<file path="src/rtl/multicycle_datapath.sv">
// rtl/multicycle_datapath.sv - multi-cycle MIPS datapath with phase FSM and one shared stallable memory port
//
// Ports:
//   clk_i, rst_i                    clock (rising edge), asynchronous active-high reset
//   mem_req_o/we_o/addr_o/wdata_o   shared instruction/data request, held until mem_ready_i
//   mem_rdata_i, mem_ready_i        read data and transfer-complete strobe
//   mem_to_reg_i .. reg_write_i     control from the external decoder, driven from instr_o
//   instr_o, pc_o, state_o          IR, PC of the instruction in flight, FSM state
//   retire_o, retired_cnt_o         retire pulse and wrapping retired-instruction count
//   err_o                           sticky error (reserved jump or stall timeout)
module multicycle_datapath #(
    parameter logic [31:0] RESET_PC    = 32'h0000_0000,
    parameter int unsigned STALL_LIMIT = 0,
    parameter int unsigned CNT_W       = 32
) (
    input  logic             clk_i,
    input  logic             rst_i,
    output logic             mem_req_o,
    output logic             mem_we_o,
    output logic [31:0]      mem_addr_o,
    output logic [31:0]      mem_wdata_o,
    input  logic [31:0]      mem_rdata_i,
    input  logic             mem_ready_i,
    input  logic             mem_to_reg_i,
    input  logic             mem_write_i,
    input  logic             branch_i,
    input  logic             branch_ne_i,
    input  logic [2:0]       jump_i,
    input  logic [3:0]       alu_control_i,
    input  logic [1:0]       alu_src_i,
    input  logic             reg_dst_i,
    input  logic             reg_write_i,
    output logic [31:0]      instr_o,
    output logic [31:0]      pc_o,
    output logic [2:0]       state_o,
    output logic             retire_o,
    output logic [CNT_W-1:0] retired_cnt_o,
    output logic             err_o
);

    typedef enum logic [2:0] {
        S_FETCH     = 3'd0,
        S_DECODE    = 3'd1,
        S_EXECUTE   = 3'd2,
        S_MEMORY    = 3'd3,
        S_WRITEBACK = 3'd4,
        S_HALT      = 3'd7
    } state_t;

    localparam logic [3:0] ALU_AND = 4'b0000;
    localparam logic [3:0] ALU_OR  = 4'b0001;
    localparam logic [3:0] ALU_ADD = 4'b0010;
    localparam logic [3:0] ALU_XOR = 4'b0011;
    localparam logic [3:0] ALU_SLL = 4'b0100;
    localparam logic [3:0] ALU_SRL = 4'b0101;
    localparam logic [3:0] ALU_SUB = 4'b0110;
    localparam logic [3:0] ALU_SLT = 4'b0111;
    localparam logic [3:0] ALU_SRA = 4'b1000;
    localparam logic [3:0] ALU_NOR = 4'b1100;

    localparam logic [31:0] STALL_LAST = 32'(STALL_LIMIT - 1);

    state_t      state_q;
    logic [31:0] rf [32];
    logic [31:0] a_q, b_q, alu_out_q, mdr_q, pc_plus4_q;
    logic [31:0] wait_cnt_q;

    logic [31:0] sign_imm, src_a, src_b, alu_y;
    logic [31:0] branch_target, jump_target, wb_data, fetch_pc;
    logic [4:0]  wb_dest;
    logic        zero, br_taken, fetch_go, stall_expire, is_load;

    assign state_o       = state_q;
    assign sign_imm      = {{16{instr_o[15]}}, instr_o[15:0]};
    assign src_a         = alu_src_i[1] ? {27'd0, instr_o[10:6]} : a_q;
    assign src_b         = alu_src_i[0] ? sign_imm : b_q;
    assign zero          = (alu_y == 32'd0);
    assign br_taken      = branch_i & (zero ^ branch_ne_i);
    assign branch_target = pc_plus4_q + (sign_imm << 2);
    assign jump_target   = {pc_plus4_q[31:28], instr_o[25:0], 2'b00};
    // A store wins when both memory controls are set, so only a pure load writes back MDR.
    assign is_load       = mem_to_reg_i & ~mem_write_i;
    assign wb_dest       = reg_dst_i ? instr_o[15:11] : instr_o[20:16];
    assign wb_data       = is_load ? mdr_q : alu_out_q;
    // req is only ever high in FETCH or MEMORY, so this covers both wait points.
    assign stall_expire  = (STALL_LIMIT != 0) && mem_req_o && !mem_ready_i &&
                           (wait_cnt_q == STALL_LAST);

    always_comb begin
        alu_y = 32'd0;
        case (alu_control_i)
            ALU_AND: alu_y = src_a & src_b;
            ALU_OR:  alu_y = src_a | src_b;
            ALU_ADD: alu_y = src_a + src_b;
            ALU_XOR: alu_y = src_a ^ src_b;
            ALU_SLL: alu_y = src_b << src_a[4:0];
            ALU_SRL: alu_y = src_b >> src_a[4:0];
            ALU_SUB: alu_y = src_a - src_b;
            ALU_SLT: alu_y = {31'd0, $signed(src_a) < $signed(src_b)};
            ALU_SRA: alu_y = 32'($signed(src_b) >>> src_a[4:0]);
            ALU_NOR: alu_y = ~(src_a | src_b);
            default: alu_y = 32'd0;
        endcase
    end

    // Every path that completes an instruction funnels through fetch_go so the
    // retire pulse, counter bump and next fetch launch happen on the same edge.
    always_comb begin
        fetch_go = 1'b0;
        fetch_pc = pc_plus4_q;
        case (state_q)
            S_EXECUTE: begin
                if (branch_i) begin
                    fetch_go = 1'b1;
                    if (br_taken) fetch_pc = branch_target;
                end else if (jump_i[1:0] == 2'b01) begin
                    fetch_go = 1'b1;
                    fetch_pc = jump_target;
                end else if (jump_i[1:0] == 2'b10) begin
                    fetch_go = 1'b1;
                    fetch_pc = a_q;
                end
            end
            S_MEMORY:    fetch_go = mem_ready_i & mem_write_i;
            S_WRITEBACK: fetch_go = 1'b1;
            default:     fetch_go = 1'b0;
        endcase
    end

    always_ff @(posedge clk_i or posedge rst_i) begin
        if (rst_i) begin
            state_q       <= S_FETCH;
            pc_o          <= RESET_PC;
            pc_plus4_q    <= 32'd0;
            instr_o       <= 32'd0;
            a_q           <= 32'd0;
            b_q           <= 32'd0;
            alu_out_q     <= 32'd0;
            mdr_q         <= 32'd0;
            mem_req_o     <= 1'b0;
            mem_we_o      <= 1'b0;
            mem_addr_o    <= 32'd0;
            mem_wdata_o   <= 32'd0;
            retire_o      <= 1'b0;
            retired_cnt_o <= '0;
            err_o         <= 1'b0;
            wait_cnt_q    <= 32'd0;
            for (int i = 0; i < 32; i++) rf[i] <= 32'd0;
        end else begin
            retire_o <= 1'b0;
            case (state_q)
                S_FETCH: begin
                    if (!mem_req_o) begin
                        // Only reachable right after reset: launch the first fetch.
                        mem_req_o  <= 1'b1;
                        mem_we_o   <= 1'b0;
                        mem_addr_o <= pc_o;
                        wait_cnt_q <= 32'd0;
                    end else if (mem_ready_i) begin
                        instr_o    <= mem_rdata_i;
                        pc_plus4_q <= pc_o + 32'd4;
                        mem_req_o  <= 1'b0;
                        state_q    <= S_DECODE;
                    end else if (stall_expire) begin
                        err_o     <= 1'b1;
                        mem_req_o <= 1'b0;
                        state_q   <= S_HALT;
                    end else begin
                        wait_cnt_q <= wait_cnt_q + 32'd1;
                    end
                end
                S_DECODE: begin
                    a_q     <= rf[instr_o[25:21]];
                    b_q     <= rf[instr_o[20:16]];
                    state_q <= S_EXECUTE;
                end
                S_EXECUTE: begin
                    alu_out_q <= alu_y;
                    if (jump_i[1:0] == 2'b11) err_o <= 1'b1;
                    if (jump_i[2]) rf[31] <= pc_plus4_q;
                    if (!fetch_go) begin
                        if (mem_write_i || mem_to_reg_i) begin
                            mem_req_o   <= 1'b1;
                            mem_we_o    <= mem_write_i;
                            mem_addr_o  <= alu_y;
                            mem_wdata_o <= b_q;
                            wait_cnt_q  <= 32'd0;
                            state_q     <= S_MEMORY;
                        end else begin
                            state_q <= S_WRITEBACK;
                        end
                    end
                end
                S_MEMORY: begin
                    if (mem_ready_i) begin
                        mem_req_o <= 1'b0;
                        mem_we_o  <= 1'b0;
                        if (!mem_write_i) begin
                            mdr_q   <= mem_rdata_i;
                            state_q <= S_WRITEBACK;
                        end
                    end else if (stall_expire) begin
                        err_o     <= 1'b1;
                        mem_req_o <= 1'b0;
                        mem_we_o  <= 1'b0;
                        state_q   <= S_HALT;
                    end else begin
                        wait_cnt_q <= wait_cnt_q + 32'd1;
                    end
                end
                S_WRITEBACK: begin
                    if (reg_write_i && (wb_dest != 5'd0)) rf[wb_dest] <= wb_data;
                end
                S_HALT: begin
                end
                default: state_q <= S_HALT;
            endcase

            if (fetch_go) begin
                state_q       <= S_FETCH;
                pc_o          <= fetch_pc;
                mem_req_o     <= 1'b1;
                mem_we_o      <= 1'b0;
                mem_addr_o    <= fetch_pc;
                wait_cnt_q    <= 32'd0;
                retire_o      <= 1'b1;
                retired_cnt_o <= retired_cnt_o + CNT_W'(1);
            end
        end
    end

endmodule

</file>
<file path="config.mk">
export PLATFORM = sky130hd
export DESIGN_NAME = multicycle_datapath
export DESIGN_NICKNAME = d
export VERILOG_FILES = /design/src/rtl/multicycle_datapath.sv
export SDC_FILE = /design/constraint.sdc
export NUM_CORES = 2
export LEC_CHECK = 0
export CORE_MARGIN = 5
export CORE_UTILIZATION = 35
export CTS_BUF_LIST = sky130_fd_sc_hd__clkbuf_8
export DETAILED_ROUTE_END_ITERATION = 8
export PLACE_DENSITY = 0.52
export SYNTH_ARGS = -nofsm -noshare
export SYNTH_HDL_FRONTEND = slang
export SYNTH_SLANG_ARGS = --single-unit
</file>
<file path="constraint.sdc">
create_clock -name clk_i -period 82 [get_ports clk_i]
set_clock_uncertainty 0.05 [all_clocks]
set_input_delay 16.4 -clock clk_i [delete_from_list [all_inputs] [get_ports clk_i]]
set_output_delay 16.4 -clock clk_i [all_outputs]
set_load 0.005 [all_outputs]
</file>
==> Changelog: implementation <==
## Implementation

* First-pass GRT wire length at 493000 µm
* Clock Tree Buf Depth at 3
* Slew margin rel. at 0.113
* Period utilisation layout at 0.290
* Max-cap viol count at 0
* Pre-CTS WS at 57.59 ns
* Outcome: complete, no violations
* Vias in the first global route at 64300
* Area grow syn2layout at 13.0%
* Worst-skew pair later-pin latency at 1.03 ns
* Worst min path class: flip-flop to flip-flop
* Yosys Instances at 7727
* Slew Limit Fails at 0
* DR vias at 66300
* Post-route DRC at 0
* Power Total at 3.70 mW
* Main synth FF type: dfrtp_1
* Final Hold Fails at 0
* Synth Instances at 7727
* Post-CTS sizing at 0
* DRT Pass-1 Iters at 8
* Antenna violations before repair at 22
* Root Driver: clkbuf_8
* Clock Pin Slew Worst Setup and Hold Paths at 0.07 ns
* Final GP Congestion at 1.02
* Pwr/cell area at 41.0 mW/mm²
* Post-synth top area cell: dfrtp_1
* Synth Cell Area at 0.0800 mm²
* Flops out of synthesis at 1351
* Post-synth area from yosys stat at 0.0800 mm²
* Initial drt markers at 7388
* Fillcell total at 22100
* DP HPWL at 235000 µm
* Final Worst Setup Slack at 58.25 ns
* Number of enable flip-flop cells at 0
* Fraction of registers with async set/reset at 1.00
* Crit path max-delay cell type: nor3_2
* Vias per cell at 6.08
* Final hold slack at 0.344 ns
* Slowest cell delay on critical path at 1.06 ns
* GRT overflow at 0
* Max frequency at 42.1 MHz
* Critical path data required time at 82.83 ns
* Core area at 0.227 mm²
* Top cell by count, worst path: buf_4
* CP Class: input pin to flip-flop
* Leakage at 38.2 nW
* Nets@finish at 7875
* Buffer count from post-CTS setup fixing at 0
* CTS tree: yes
* Hold_buf cts at 0
* Routed length per instance at 31.7 µm
* Yosys top cell by instances: dfrtp_1
* Largest net degree at the start of global routing at 174
* Log Warnings at 97
* Data arrival time of the worst path at 24.58 ns
* DIE AREA at 0.238 mm²
* Seq/Total Area, Yosys at 0.423
* Sum Neg Setup Slack at 0 ns
* Routed Antenna Nets at 0
* Row count at 175
* Synth cell count leaders: dfrtp_1, nor2_1, a21oi_1
* Library cells used by synthesis at 106
* Final core occ at 0.398
* Final worst path period need at 23.75 ns
* Measured slew at the worst slew-check pin at 1.32 ns
* Crit. End Element: flip-flop
* # IOs at 217
* Syn nets at 7910
* Top cells, area: dfrtp_1, mux4_2, a21oi_1
* Setup crit start kind: input pin
* H-tree depth at 4
* Critical Path Fanout Max at 50
* Fraction of layout cells with a size suffix above 1 at 0.192
* # setup viols final at 0
* Ys Warns at 0
* RSZ-0062 raised after global routing: no
* Buf/Inv on CP at 6
* Synthesized area per cell at 10.3 µm²
* CP delay by family, top: simple AND/OR/NAND/NOR gates
* Fp_density at 0.352
* Post-synth top area share at 0.423
* VDD IR-drop max at 0.0000223 V
* Critical-path cell list: buf_2 -> buf_4 -> mux2i_4 -> buf_4 -> inv_2 -> buf_4 -> ha_1 -> inv_1 -> fa_1 -> nor2b_1 -> o21ba_2 -> o32ai_2 -> a2111oi_0 -> o21ai_0 -> mux2i_1 -> nand4b_1 -> nor2_1 -> and4_1 -> nand4_1 -> nor3_2 -> nor2_1 -> a211oi_1 -> a21oi_1
[per-layer routing]
metal	track usage	vias up	routed length, µm
li1	-	28300	-
met5	0	-	70
met3	0.0600	735	28300
met1	0.379	33900	140000
met4	0.141	12	20100
met2	0.445	3279	157000
[per-stage QoR]
| stage | area (µm²) | std cells |
|---|---|---|
| 2_1_floorplan | 80000 | 7727 |
| 3_3_place_gp | 85400 | 10500 |
| 3_5_place_dp | 85400 | 10500 |
| 4_1_cts | 90300 | 10900 |
| 5_1_grt | 90400 | 10900 |
| 6_report | 90400 | 10900 |
[where the power goes]
part	leakage, nW	internal [mW]	total [mW]	switching [mW]
Sequential	18.2	0.867	1.15	0.286
Clock	2.88	0.344	0.651	0.307
Combinational	17.1	0.735	1.90	1.16
[kinds of logic (layout without fill, tap and decap cells)]
logic type / after synthesis / count (layout) / share of synthesized area
fa+ha+maj: 133 / 133 / 0.0211
buf+inv: 852 / 1020 / 0.0422
simple gates: 2175 / 2175 / 0.116
other cells: 0 / 12 / 0
mux: 1037 / 1037 / 0.235
xor+xnor: 100 / 100 / 0.0110
compound gates: 2079 / 2079 / 0.152
flops: 1351 / 1351 / 0.423
[cell usage in the layout, fill, tap and decap left out, types with 48 or more instances in the layout]
cell / synthesis / layout
dfrtp_1: 1351 / 1340
o31ai_1: 48 / 48
and3_1: 50 / 49
ha_1: 130 / 128
o22ai_1: 59 / 59
inv_1: 131 / 208
xnor2_1: 65 / 65
nand2b_1: 55 / 54
o211ai_1: 65 / 65
clkdlybuf4s50_1: 0 / 213
clkbuf_8: 0 / 311
mux2_2: 115 / 115
o21ai_0: 620 / 620
mux2i_1: 247 / 215
buf_4: 10 / 221
nor3_1: 83 / 79
mux4_2: 648 / 648
nand3_1: 82 / 76
nor2_1: 932 / 912
a21oi_1: 868 / 868
nand2_1: 777 / 771
[sequential cells by signal, indices dropped and copies added (netlist names)]
signal         flops
rf              1024
a_q               32
alu_out_q         32
b_q               32
instr_o           32
mdr_q             32
mem_addr_o        32
mem_wdata_o       32
pc_o              32
pc_plus4_q        32
retired_cnt_o     32
state_o            3
err_o              1
mem_req_o          1
mem_we_o           1
retire_o           1
[path summary, 6_finish.rpt]
check / startpoint / to / slack, ns / cells after the start
hold / removal: rf[993]$_DFFE_PP0P_ / rf[993]$_DFFE_PP0P_ / 0.34 / 0
min in group asynchronous: rst_i / instr_o[31]$_DFFE_PP0P_ / 15.87 / 2
hold reg to reg: rf[993]$_DFFE_PP0P_ / rf[993]$_DFFE_PP0P_ / 0.34 / 0
setup reg to reg: a_q[0]$_DFFE_PP0P_ / pc_o[31]$_DFFE_PP0P_ / 73.64 / 21
max in group asynchronous: rst_i / rf[974]$_DFFE_PP0P_ / 61.82 / 6
setup / recovery: alu_src_i[1] / pc_o[31]$_DFFE_PP0P_ / 58.25 / 23
[cell type report]
class | count | area, µm² | share of cell area
clock buffers | 311 | 4280 | 0.0474
multi-input cells | 5524 | 43300 | 0.479
clock inverters | 127 | 706 | 0.00781
diodes | 12 | 30.0 | 0.000332
repair buffers | 441 | 3890 | 0.0430
well taps | 3009 | 3760 | 0.0417
flip-flops and latches | 1351 | 33800 | 0.374
inverters | 141 | 539 | 0.00597
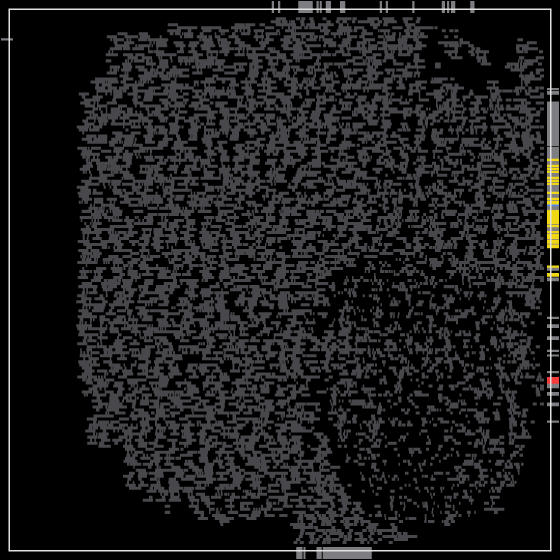
**Above:** I/O pins on the die edge.
Pins as bars across the die edge, other pins in grey.
[branch_i] blue | pins: 1 | direction: input | edge: east
[alu_control_i] red | pins: 4 | direction: input | edge: east
[mem_addr_o] yellow | pins: 32 | direction: output | edge: east
PortBufs: 216
Die Wd: 488 µm
Die Y: 488 µm

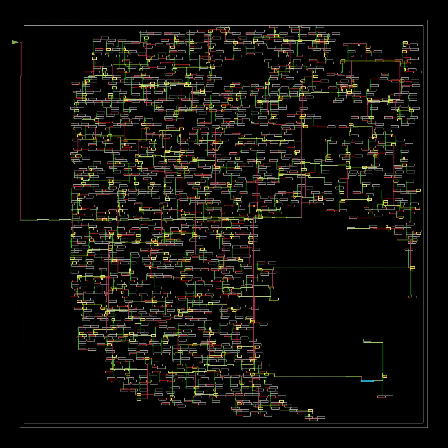
**Above:** clock nets.
cts bufs inserted: 233
clock network power: 651 µW
CTS sink cnt: 1351

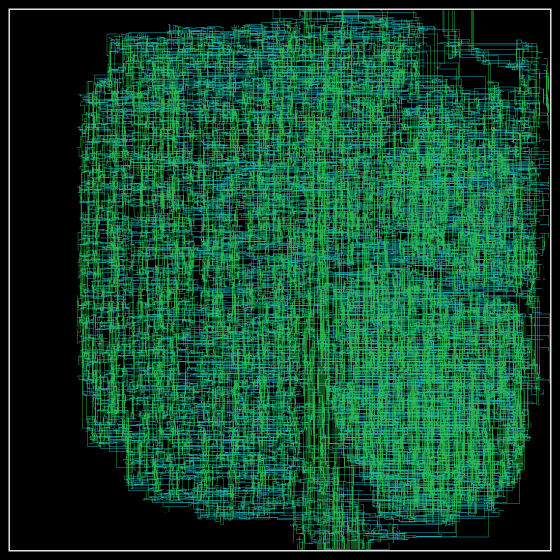
**Above:** routed metal, one colour a layer.
Only two layers are drawn.
[metal 1] cyan | wire length: 140 mm
[metal 2] green | wire length: 157 mm
gr usage total: 0.285
final WL: 346000 µm

Power and IR drop assume default switching activity.
